Design bist_engine, sky130hd; sources not shown.
Run 1, placed standard cells:
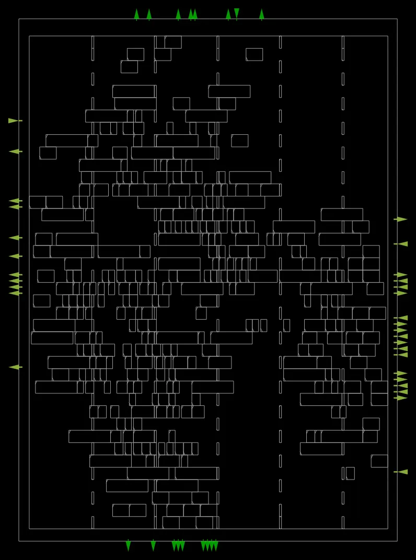
fill cell instance count of the final layout: 920
number of placement rows: 40
fraction of area in registers: 0.3573

Run 1, selected gate families:
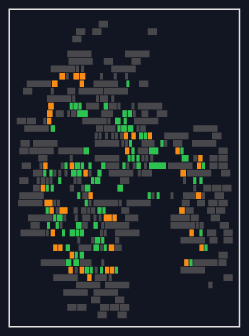
| color | family | cells |
|---|---|---|
| orange | aoi and oai cells | 41 |
| green | nand cells | 82 |
dominant logic cell type in the layout: nand2_1
Final Instance Count excl. Fillers: 439
multi-input gate share of total cell area: 0.3494

Run 1, clock network drawn from the DEF:
The bar under the picture is 20 um long.
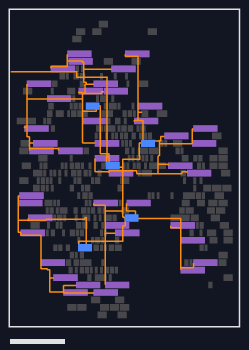
[orange] clock wires | length: 646 um
[purple] flip-flops | count: 43
[blue] clock-net drivers | count: 5
flops lie: spread over the die
routed clock nets: 6
clk pwr: 0.000325 W
Clk network pwr share: 0.195
skew final: 0.007832 ns
worst skew pair latency: 0.30 ns

Run 1, M2 wires:
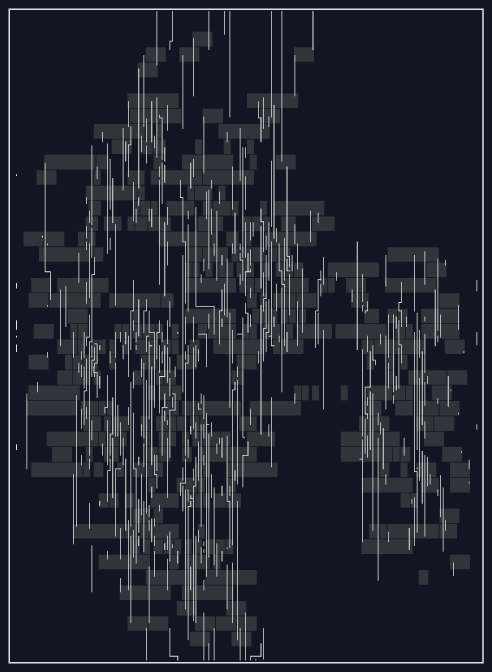
longest straight run: 28.9 um
share of all routed wire: 50%
main direction: vertical
sum of routed wire length over all layers: 5560 um
global-route met2 utilization: 0.2097

==> out/metrics.cfg, run 1 <==
[global_routing]
grt_pass1_wl_um=9156
global_route.overflow_total=0
grt_max_degree=31
grt.total_usage=0.1177
first_global_vias=1983
use_met3=0.02656
grt_antenna_before_repair=0

[cells_and_area]
antennaDiodeCount=0
stdcell_area_sq_um=3012
area_delta_synth_final_pct=30.89
nNetsFinal=350
clkCellAreaFrac=0.03116
num-multi-input-gates=192
logic_area_sq_um=1052
clkbuf_count=5
layout.sequential_cells=43
layout_top_cells=46 x nand2_1, 45 x clkdlybuf4s50_1, 43 x dfrtp_1, 38 x inv_1, 32 x nor2_1
layout.area.top_class=registers
nNonClkInverters=41
register_area_sq_um=1076
nonClockBufferCount=50

[worst_setup_path]
depth_of_the_most_critical_reg_to_reg_path=8
path_class=reg -> out
slowest_stage=clkdlybuf4s50_1
cp.depth=1
worst_ep_arrival_time_ns=1.40
timing.critical_path.buf_inv=1
path_cells=clkdlybuf4s50_1
worstSetupStartpointType=flip-flop
critical_path.max_fanout=5
slowest_stage_delay_cp_ns=0.64

[synthesis]
largest_area_cell=dfrtp_1
postSynth.asyncResetShare=1.000
synth.cellmix.xorXnorShare=0.05329
synthesized_area_per_cell_sq_um=8.277
netlist_instances=278
ys.flop_type=dfrtp_1
fp_nets=295
ys_seq_share=0.4676
ys_cells=278
ao_oa_area_frac=0.1028
synth_top_cell_by_count=nand2_1
synth-edff-count=0
synth.cellmix.simpleShare=0.2741
synth.cell_area_sq_um=2301
numSynthFlops=43

[run_status]
status=complete, no violations

[sta]
timing.setup.tns_ns=0
finalClockPeriodUsage=0.4897
timing_worst_slew_pin_value_ns=0.3408
grt_setup_unrepaired=no
setup_viol=0
max_clock_freq_ghz=0.5672
setup_slack_ns=1.837
slew_headroom=0.7711

[placement]
globalplace.congestion=0.8532
placed_cells_incl_taps=430
dp_slack_ns=1.592
dpl.hpwl_um=4148
number_of_buffers_inserted_by_port_buffering=46
postPlaceCellArea_sq_um=2908

[floorplan]
top_level_ports=47
floorplanUtilization=0.2673
floorplan.die.width_um=83.51
die.size.y_um=115.3
die_area_sq_um=9629

[power_and_ir_drop]
internal-power_w=0.001027
vdd_ir_drop_max_uv=229.3
p_leak_nw=1.307
top_power_group=registers
p_per_area_nw_per_um2=553.9
seqPwrFrac=0.408
power_w=0.001668
pwr-share-comb=0.397
power.net_switching_w=0.0006414

[clock_network]
postCtsHoldBufs=1
worst_setup_hold_path_clk_slew_ns=0.09
cts_tree=built
cts_setup_buffers=0
ctsHtreeMaxLevel=2

[drt]
routed_wire_length_per_instance_um=12.67
num_vias=2021
drtIter0Drc=51
top_layer_used=met4
drt-pass1-iter-count=5
drt-met1-wl_um=2527

[job]
openroad.warnings=28

[worst_hold_path]
hold_path_class=in -> async

--- run 2 (diff from run 1) ---
Clock period 3.6 ns to 1.76 ns, I/O delays scaled along.
Run 2, placed standard cells:
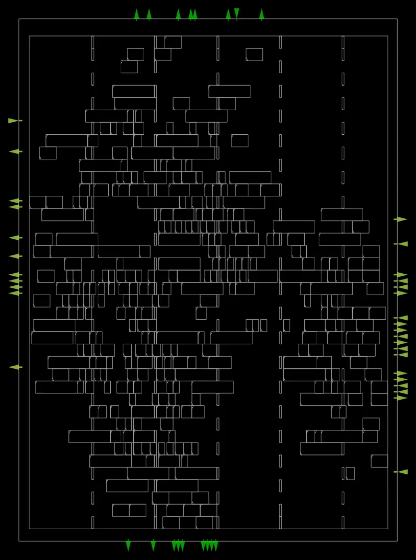
sequential cell count of the final layout: 43
utilization after layout: 0.3510
Final Instance Count excl. Fillers: 440
fraction of area in registers: 0.3561
area of the core: 8608 sq um

Run 2, clock network drawn from the DEF:
The bar under the picture is 20 um long.
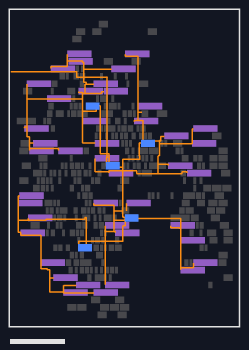
skew final: 0.006624 ns
clk pwr: 0.000668 W

==> run 2 against run 1 <==
Compared with the run above: sequential cell count stayed put; via count is 0.59% higher; largest power group unchanged; design area is 0.33% higher; worst setup slack worse by 1.7 ns; power is 110% higher; clock skew is 0.0012 ns lower; highest routed layer unchanged; die size stayed put; core utilization is 0.12 points higher.
==> out/metrics.cfg, run 2 <==
[synthesis]
synth-edff-count=0  ; unchanged
fp_nets=295  ; unchanged
netlist_instances=278  ; unchanged
synth.cellmix.xorXnorShare=0.05329  ; unchanged
ys.flop_type=dfrtp_1
synth_top_cell_by_count=nand2_1
largest_area_cell=dfrtp_1
synth.cellmix.simpleShare=0.2741  ; unchanged
ys_cells=278  ; unchanged
synthesized_area_per_cell_sq_um=8.277  ; unchanged
ys_seq_share=0.4676  ; unchanged
postSynth.asyncResetShare=1.000  ; unchanged

[drt]
routed_wire_length_per_instance_um=12.72  ; +0.44%
top_layer_used=met4
drtIter0Drc=62  ; +22%
drt-met1-wl_um=2525  ; about the same

[global_routing]
grt_pass1_wl_um=9156  ; unchanged
grt_max_degree=31  ; unchanged
grtUsageMet2=0.2097  ; unchanged
use_met3=0.02656  ; unchanged
first_global_vias=1983  ; unchanged
global_route.overflow_total=0  ; unchanged

[placement]
placed_cells_incl_taps=430  ; unchanged
number_of_buffers_inserted_by_port_buffering=46  ; unchanged
globalplace.congestion=0.8532  ; unchanged
postPlaceCellArea_sq_um=2908  ; unchanged
dpl.hpwl_um=4148  ; unchanged
dp_slack_ns=-0.06421  ; -1.656 ns

[sta]
setup_viol=0  ; unchanged
finalClockPeriodUsage=0.9154
max_clock_freq_ghz=0.6207
timing.setup.tns_ns=0  ; unchanged
slew_headroom=0.7711  ; about the same
timing_worst_slew_pin_value_ns=0.3408  ; -0.00001538 ns

[worst_setup_path]
depth_of_the_most_critical_reg_to_reg_path=8  ; unchanged
slowest_stage_delay_cp_ns=0.40  ; -0.24 ns
worst_ep_arrival_time_ns=1.80  ; +0.40 ns
path_class=reg -> reg
cp.depth=8  ; +7
worstSetupStartpointType=flip-flop
path_cells=ha_1, inv_1, nor2_2, nand3_1, nor2_2, nand2_2, o21ai_2, a21oi_2
slowest_stage=dfrtp_1

[clock_network]
worst_setup_hold_path_clk_slew_ns=0.09  ; about the same
postCtsHoldBufs=1  ; unchanged
cts_tree=built
ctsHtreeMaxLevel=2  ; unchanged
worstSkewPairLatency_ns=0.30  ; about the same
cts_setup_buffers=0  ; unchanged
cts-root-to-sink-buffers=2

[job]
openroad.warnings=28  ; unchanged

[power_and_ir_drop]
p_per_area_nw_per_um2=1136  ; +110%
clock_power_share=0.195  ; about the same
top_power_group=registers
power_w=0.003433  ; +110%
internal-power_w=0.002113  ; +110%
power.net_switching_w=0.001320  ; +110%
pwr-share-comb=0.401  ; +0.004
p_leak_nw=1.313  ; +0.40%
vdd_ir_drop_max_uv=469.1  ; +100%

[cells_and_area]
nNetsFinal=351  ; +0.29%
clkCellAreaFrac=0.03106  ; -0.0001032
layout.area.top_class=registers
comb_area_share=0.3491  ; about the same
nNonClkInverters=41  ; unchanged
num-fill-cells=920  ; unchanged
register_area_sq_um=1076  ; unchanged
num-multi-input-gates=192  ; unchanged
antennaDiodeCount=0  ; unchanged
nonClockBufferCount=51  ; +2.0%
logic_area_sq_um=1055  ; +0.24%
mostFrequentLayoutCell=nand2_1
area_delta_synth_final_pct=31.32
clkbuf_count=5  ; unchanged

[run_status]
status=complete, no violations

[floorplan]
die.size.y_um=115.3  ; unchanged
floorplanUtilization=0.2673  ; unchanged
floorplan.die.width_um=83.51  ; unchanged
die_area_sq_um=9629  ; unchanged
std_cell_rows=40  ; unchanged

Run 2, M2 wires:
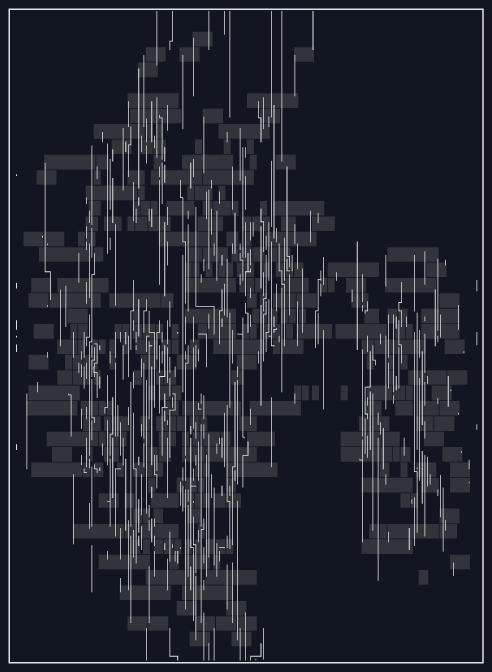
nets with wire on the layer: 286
share of all routed wire: 50%
wire length on this layer: 2790 um
sum of routed wire length over all layers: 5597 um
Via Count: 2033

Power and IR drop assume default switching activity.
